### Metal 1

Supply wires on this layer in grey. Cells faint in the background.
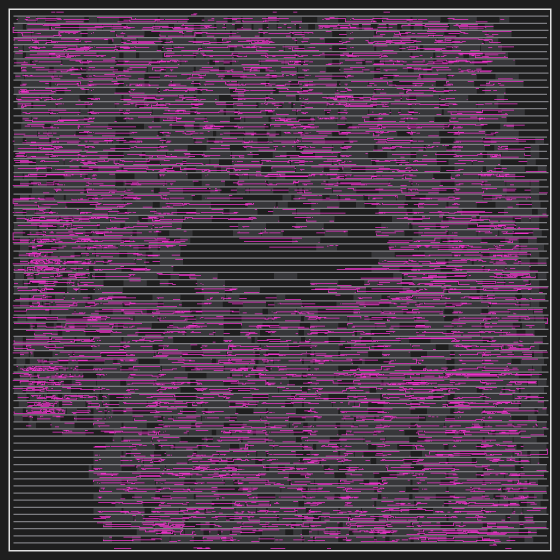
### Signal wires on met2

Cells faint in the background.
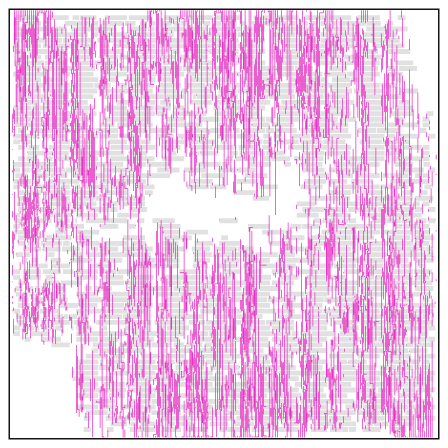
### Port wiring

The bar under the picture is 50 um long.
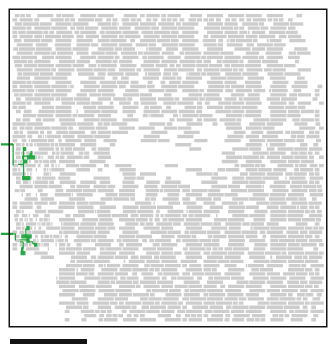
File: src/rtl/smem_req_fifo_pkg.sv
// Shared types and helpers for the SMEM request buffers.
// Callers size the FIFO payload with $bits() of the request structs below
// (or the matching *_W constants), so field changes propagate automatically.
package smem_req_fifo_pkg;

  localparam int SMEM_ADDR_W = 12;
  localparam int SMEM_WSEL_W = 2;
  localparam int NUM_PE      = 4;
  localparam int PE_DATA_W   = 16;

  typedef struct packed {
    logic [SMEM_WSEL_W-1:0] wsel;
    logic [SMEM_ADDR_W-1:0] addr;
  } smem_rd_req_t;

  typedef struct packed {
    logic [SMEM_WSEL_W-1:0]             wsel;
    logic [SMEM_ADDR_W-1:0]             addr;
    logic [NUM_PE-1:0][PE_DATA_W-1:0]   din;
  } smem_wr_req_t;

  localparam int SMEM_RD_REQ_W = $bits(smem_rd_req_t);
  localparam int SMEM_WR_REQ_W = $bits(smem_wr_req_t);

  function automatic bit is_pow2(int v);
    return (v > 0) && ((v & (v - 1)) == 0);
  endfunction

  function automatic bit afull_th_ok(int th, int depth);
    return (th >= 1) && (th <= depth);
  endfunction

endpackage

File: src/rtl/smem_req_fifo_ch.sv
// Single-channel circular request FIFO.
// Ports:
//   clk, rstn        clock, asynchronous active-low reset
//   flush            synchronous clear of pointers/count/dout_vld
//   err_clr          clears sticky ovf/udf (a same-cycle error set wins)
//   push, din        enqueue request and payload
//   pop              dequeue request
//   dout, dout_vld   head payload (registered or fall-through per FWFT)
//   empty/full/afull status decoded from count
//   count            current occupancy
//   ovf, udf         sticky overflow / underflow
module smem_req_fifo_ch
  import smem_req_fifo_pkg::*;
#(
  parameter int DATA_W   = 64,
  parameter int DEPTH    = 4,
  parameter int FWFT     = 0,
  parameter int AFULL_TH = DEPTH - 1,
  localparam int CNT_BW  = $clog2(DEPTH + 1),
  localparam int PTR_BW  = $clog2(DEPTH)
) (
  input  logic              clk,
  input  logic              rstn,
  input  logic              flush,
  input  logic              err_clr,
  input  logic              push,
  input  logic [DATA_W-1:0] din,
  input  logic              pop,
  output logic [DATA_W-1:0] dout,
  output logic              dout_vld,
  output logic              empty,
  output logic              full,
  output logic              afull,
  output logic [CNT_BW-1:0] count,
  output logic              ovf,
  output logic              udf
);

  if (!afull_th_ok(AFULL_TH, DEPTH)) begin : g_chk_afull
    $error("smem_req_fifo_ch: AFULL_TH must be in 1..DEPTH");
  end

  localparam logic [CNT_BW-1:0] DEPTH_C = CNT_BW'(DEPTH);
  localparam logic [CNT_BW-1:0] AFULL_C = CNT_BW'(AFULL_TH);

  logic [DATA_W-1:0] mem [DEPTH];
  logic [PTR_BW-1:0] head;
  logic [PTR_BW-1:0] tail;
  logic [CNT_BW-1:0] cnt;
  logic              pop_ok;
  logic              push_ok;

  assign empty = (cnt == '0);
  assign full  = (cnt == DEPTH_C);
  assign afull = (cnt >= AFULL_C);
  assign count = cnt;

  // No bypass: a pop on an empty FIFO is rejected even if a push arrives
  // in the same cycle. A push at full succeeds only alongside a real pop.
  assign pop_ok  = pop & ~empty;
  assign push_ok = push & (~full | pop_ok);

  always_ff @(posedge clk or negedge rstn) begin
    if (!rstn) begin
      head <= '0;
      tail <= '0;
      cnt  <= '0;
    end else if (flush) begin
      head <= '0;
      tail <= '0;
      cnt  <= '0;
    end else begin
      if (push_ok) tail <= tail + PTR_BW'(1);
      if (pop_ok)  head <= head + PTR_BW'(1);
      if (push_ok && !pop_ok)      cnt <= cnt + CNT_BW'(1);
      else if (pop_ok && !push_ok) cnt <= cnt - CNT_BW'(1);
    end
  end

  // Requests discarded by flush never raise an error.
  always_ff @(posedge clk or negedge rstn) begin
    if (!rstn) begin
      ovf <= 1'b0;
      udf <= 1'b0;
    end else begin
      ovf <= (~flush & push & ~push_ok) | (ovf & ~err_clr);
      udf <= (~flush & pop & ~pop_ok)   | (udf & ~err_clr);
    end
  end

  always_ff @(posedge clk) begin
    if (push_ok && !flush) mem[tail] <= din;
  end

  if (FWFT != 0) begin : g_fwft
    // Gate the head so an empty FIFO (including just after reset) shows 0
    // rather than uninitialised storage.
    assign dout     = empty ? '0 : mem[head];
    assign dout_vld = ~empty;
  end else begin : g_reg
    logic [DATA_W-1:0] dout_q;
    logic              vld_q;

    always_ff @(posedge clk or negedge rstn) begin
      if (!rstn) begin
        dout_q <= '0;
        vld_q  <= 1'b0;
      end else if (flush) begin
        vld_q  <= 1'b0;
      end else begin
        vld_q <= pop_ok;
        if (pop_ok) dout_q <= mem[head];
      end
    end

    assign dout     = dout_q;
    assign dout_vld = vld_q;
  end

endmodule

File: src/rtl/smem_req_fifo.sv
// Multi-channel SMEM request buffer: NUM_CH independent FIFOs sharing only
// clock, reset and err_clr. Vector ports are flat, channel ch occupies
// bits [ch*W +: W] of each multi-bit-per-channel port.
// Ports:
//   clk, rstn        clock, asynchronous active-low reset
//   flush[NUM_CH]    per-channel synchronous clear
//   err_clr          clears all sticky error flags
//   push/din         enqueue request and payload per channel
//   pop              dequeue request per channel
//   dout/dout_vld    head payload and valid per channel
//   empty/full/afull status per channel
//   count            occupancy per channel (CNT_BW bits each)
//   ovf/udf          sticky overflow / underflow per channel
module smem_req_fifo
  import smem_req_fifo_pkg::*;
#(
  parameter int NUM_CH   = 2,
  parameter int DATA_W   = 64,
  parameter int DEPTH    = 4,
  parameter int FWFT     = 0,
  parameter int AFULL_TH = DEPTH - 1,
  localparam int CNT_BW  = $clog2(DEPTH + 1)
) (
  input  logic                     clk,
  input  logic                     rstn,
  input  logic [NUM_CH-1:0]        flush,
  input  logic                     err_clr,
  input  logic [NUM_CH-1:0]        push,
  input  logic [NUM_CH*DATA_W-1:0] din,
  input  logic [NUM_CH-1:0]        pop,
  output logic [NUM_CH*DATA_W-1:0] dout,
  output logic [NUM_CH-1:0]        dout_vld,
  output logic [NUM_CH-1:0]        empty,
  output logic [NUM_CH-1:0]        full,
  output logic [NUM_CH-1:0]        afull,
  output logic [NUM_CH*CNT_BW-1:0] count,
  output logic [NUM_CH-1:0]        ovf,
  output logic [NUM_CH-1:0]        udf
);

  if (!is_pow2(DEPTH) || DEPTH < 2) begin : g_chk_depth
    $error("smem_req_fifo: DEPTH must be a power of 2 and >= 2");
  end

  if (NUM_CH < 1) begin : g_chk_nch
    $error("smem_req_fifo: NUM_CH must be >= 1");
  end

  for (genvar ch = 0; ch < NUM_CH; ch++) begin : g_ch
    smem_req_fifo_ch #(
      .DATA_W   (DATA_W),
      .DEPTH    (DEPTH),
      .FWFT     (FWFT),
      .AFULL_TH (AFULL_TH)
    ) u_ch (
      .clk      (clk),
      .rstn     (rstn),
      .flush    (flush[ch]),
      .err_clr  (err_clr),
      .push     (push[ch]),
      .din      (din[ch*DATA_W +: DATA_W]),
      .pop      (pop[ch]),
      .dout     (dout[ch*DATA_W +: DATA_W]),
      .dout_vld (dout_vld[ch]),
      .empty    (empty[ch]),
      .full     (full[ch]),
      .afull    (afull[ch]),
      .count    (count[ch*CNT_BW +: CNT_BW]),
      .ovf      (ovf[ch]),
      .udf      (udf[ch])
    );
  end

endmodule

File: config.mk
export PLATFORM = sky130hd
export DESIGN_NAME = smem_req_fifo
export DESIGN_NICKNAME = d
export VERILOG_FILES = /design/src/rtl/smem_req_fifo_pkg.sv /design/src/rtl/smem_req_fifo_ch.sv /design/src/rtl/smem_req_fifo.sv
export SDC_FILE = /design/constraint.sdc
export NUM_CORES = 1
export LEC_CHECK = 0
export CAP_MARGIN = 10
export CORE_UTILIZATION = 60
export CTS_CLUSTER_DIAMETER = 120
export DETAILED_ROUTE_END_ITERATION = 7
export PLACE_DENSITY = 0.84
export SLEW_MARGIN = 20
export SYNTH_ARGS = -nofsm -noshare
export SYNTH_HDL_FRONTEND = slang
export SYNTH_SLANG_ARGS = --single-unit
File: constraint.sdc
create_clock -name clk -period 5.9 [get_ports clk]
set_input_delay 0.59 -clock clk [delete_from_list [all_inputs] [get_ports clk]]
set_output_delay 0.59 -clock clk [all_outputs]
set_load 0.005 [all_outputs]
==> flow_summary.ini <==
; yosys + openroad results
[placement]
placed_cells_incl_taps = 1863
post-dp-hpwl_um = 28510
dpl-instance-area_mm2 = 0.02827

[clock_tree]
clockBufferDepth = 3
cts_root_buf = clkbuf_16
post-cts-setup-buffer-count = 0
clock_tree_from_tritoncts = yes
cts_inserted_buffers = 66

[pwr]
p_leak_nw = 10.50
p_sw_share_pct = 24.59
ir_drop_mv = 0.3201
overall_power_after_layout_w = 0.01372

[critical_path]
cp-startpoint = flush[0]
regToRegEndpoint = g_ch[0].u_ch.mem[2][33]$_DFFE_PP_
critPathCapture = g_ch[0].u_ch.mem[2][33]$_DFFE_PP_
ff2ff_setup_slack_ns = 3.19
critical-path-max-stage-delay_ns = 0.67

[layout]
largest_register_ff_count = 512
syn2layout_area_growth_pct = 21.35
fin_util_pct = 74.13
layout.cells.most_common = edfxtp_1

[outcome]
status = complete, but fails checks
failed_checks = DRC

[sta]
hold_violations = 0
maxClockFrequency_mhz = 340.5
worst_slack_ns = 2.963

[synthesis]
synth_cell_type_count = 38
synth.yosys.chip_area_mm2 = 0.02506
number_of_instances_in_the_synthesized_netlist = 1095
edf_count = 512
fp_nets = 1242
postSynth.asyncResetShare_pct = 22.42

[min_path]
timing.hold.worst.class = input port to async pin

[detailed_routing]
count_of_routing_violations_after_the_opening_detailed_route_iteration = 1010
drc = 21

[global_route]
gr-total-overflow = 0
grt_max_degree = 66
grt_antenna_before_repair = 6

[floorplan]
design.die.area_mm2 = 0.04258
Notes on 'Metal 1' above:
The layer carries 19100 um of wire. 1423 nets have wire on it. The layer holds 38% of the routed length.

Notes on 'Signal wires on met2' above:
The layer holds 52% of the routed length. The longest straight run is 82.8 um. The wires run mostly vertical. The layer carries 26.3 mm of wire.

Notes on 'Port wiring' above:
push: marked green, bits 2, direction input, end cells 14, wire 93.4 um.

==> cell usage after synthesis (2+ instances only) <==
cell	number	area, um2
nor3_1	4	20.02
fa_1	2	40.04
o21a_1	2	15.01
mux4_2	128	2883
a221oi_2	2	30.03
o31ai_4	2	42.54
inv_1	16	60.06
nor2_1	24	90.09
nor2b_1	2	12.51
nand2b_1	8	50.05
mux2i_1	3	30.03
mux2_1	22	247.7
o22ai_1	2	12.51
o21ai_0	2	10.01
mux2_2	14	157.7
xor2_1	4	35.03
xnor2_1	2	17.52
ha_1	8	100.1
buf_6	22	247.7
a21o_1	2	15.01
buf_1	4	15.01
buf_4	12	90.09
a31oi_1	6	37.54
mux2_4	98	1471
edfxtp_1	512	15370
and2_1	10	62.56
o311ai_0	2	17.52
nand3b_1	2	15.01
clkbuf_1	11	41.29
dfrtp_1	148	3704
buf_2	12	60.06
==> cell families (layout without fill, tap and decap cells) <==
group | after synthesis | count (layout) | synth area share (%)
fa+ha+maj | 10 | 10 | 0.5593
mux | 265 | 265 | 19.12
other cells | 0 | 4 | 0
flops | 660 | 660 | 76.14
xor+xnor | 6 | 6 | 0.2097
simple gates | 53 | 53 | 1.079
buf+inv | 78 | 432 | 2.072
compound gates | 23 | 23 | 0.8190
==> power by group through the flow <==
stage	sequential [W]	clock [W]	combinational, W
after floorplan	0.00609	0	0.00207
after global placement	0.00631	0	0.00326
after detailed placement	0.00634	0	0.00335
after CTS	0.00628	0.00417	0.00340
after global routing	0.00634	0.00436	0.00357
final	0.00625	0.00410	0.00336
==> layout make-up <==
type	count	area, um2	share of cell area [%]
antenna	4	10.01	0.03292
clock buffer	97	1892	6.222
clock inverter	21	236.5	0.7778
inverter	16	60.06	0.1975
multi-input combinational	357	5483	18.03
sequential	660	19090	62.78
tap	532	665.6	2.189
timing repair buffer	298	2969	9.765
==> routing by layer <==
layer	part of all wire [%]	global-route usage, %	routed length [um]	up-vias
li1	-	-	-	4996
met1	38	31.11	19080	6051
met2	52	40.74	26310	431
met3	6.2	4.541	3115	101
met4	3.3	10.43	1660	4
met5	0.048	0	24	-
==> worst min path at each step <==
stage | start | to | slack [ns] | cells past startpoint
global route | rstn | g_ch[1].u_ch.dout[0]$_DFFE_PN0P_ | 0.07 | 1
CTS | rstn | g_ch[1].u_ch.dout[0]$_DFFE_PN0P_ | 0.07 | 1
global placement | g_ch[1].u_ch.dout[30]$_DFFE_PN0P_ | g_ch[1].u_ch.dout[30]$_DFFE_PN0P_ | 0.47 | 1
detailed placement | g_ch[0].u_ch.dout[2]$_DFFE_PN0P_ | g_ch[0].u_ch.dout[2]$_DFFE_PN0P_ | 0.48 | 1
finish | rstn | g_ch[1].u_ch.dout[0]$_DFFE_PN0P_ | 0.03 | 1
floorplan | rstn | g_ch[0].u_ch.count[0]$_DFFE_PN0P_ | 0.29 | 0
==> critical path, delay by kind of cell <==
kind	cells	cell delay [ns]
AND/OR/NAND/NOR	2	0.95
AND-OR/OR-AND	1	0.26
buffers and inverters	2	1.30
Power and IR drop assume default switching activity.
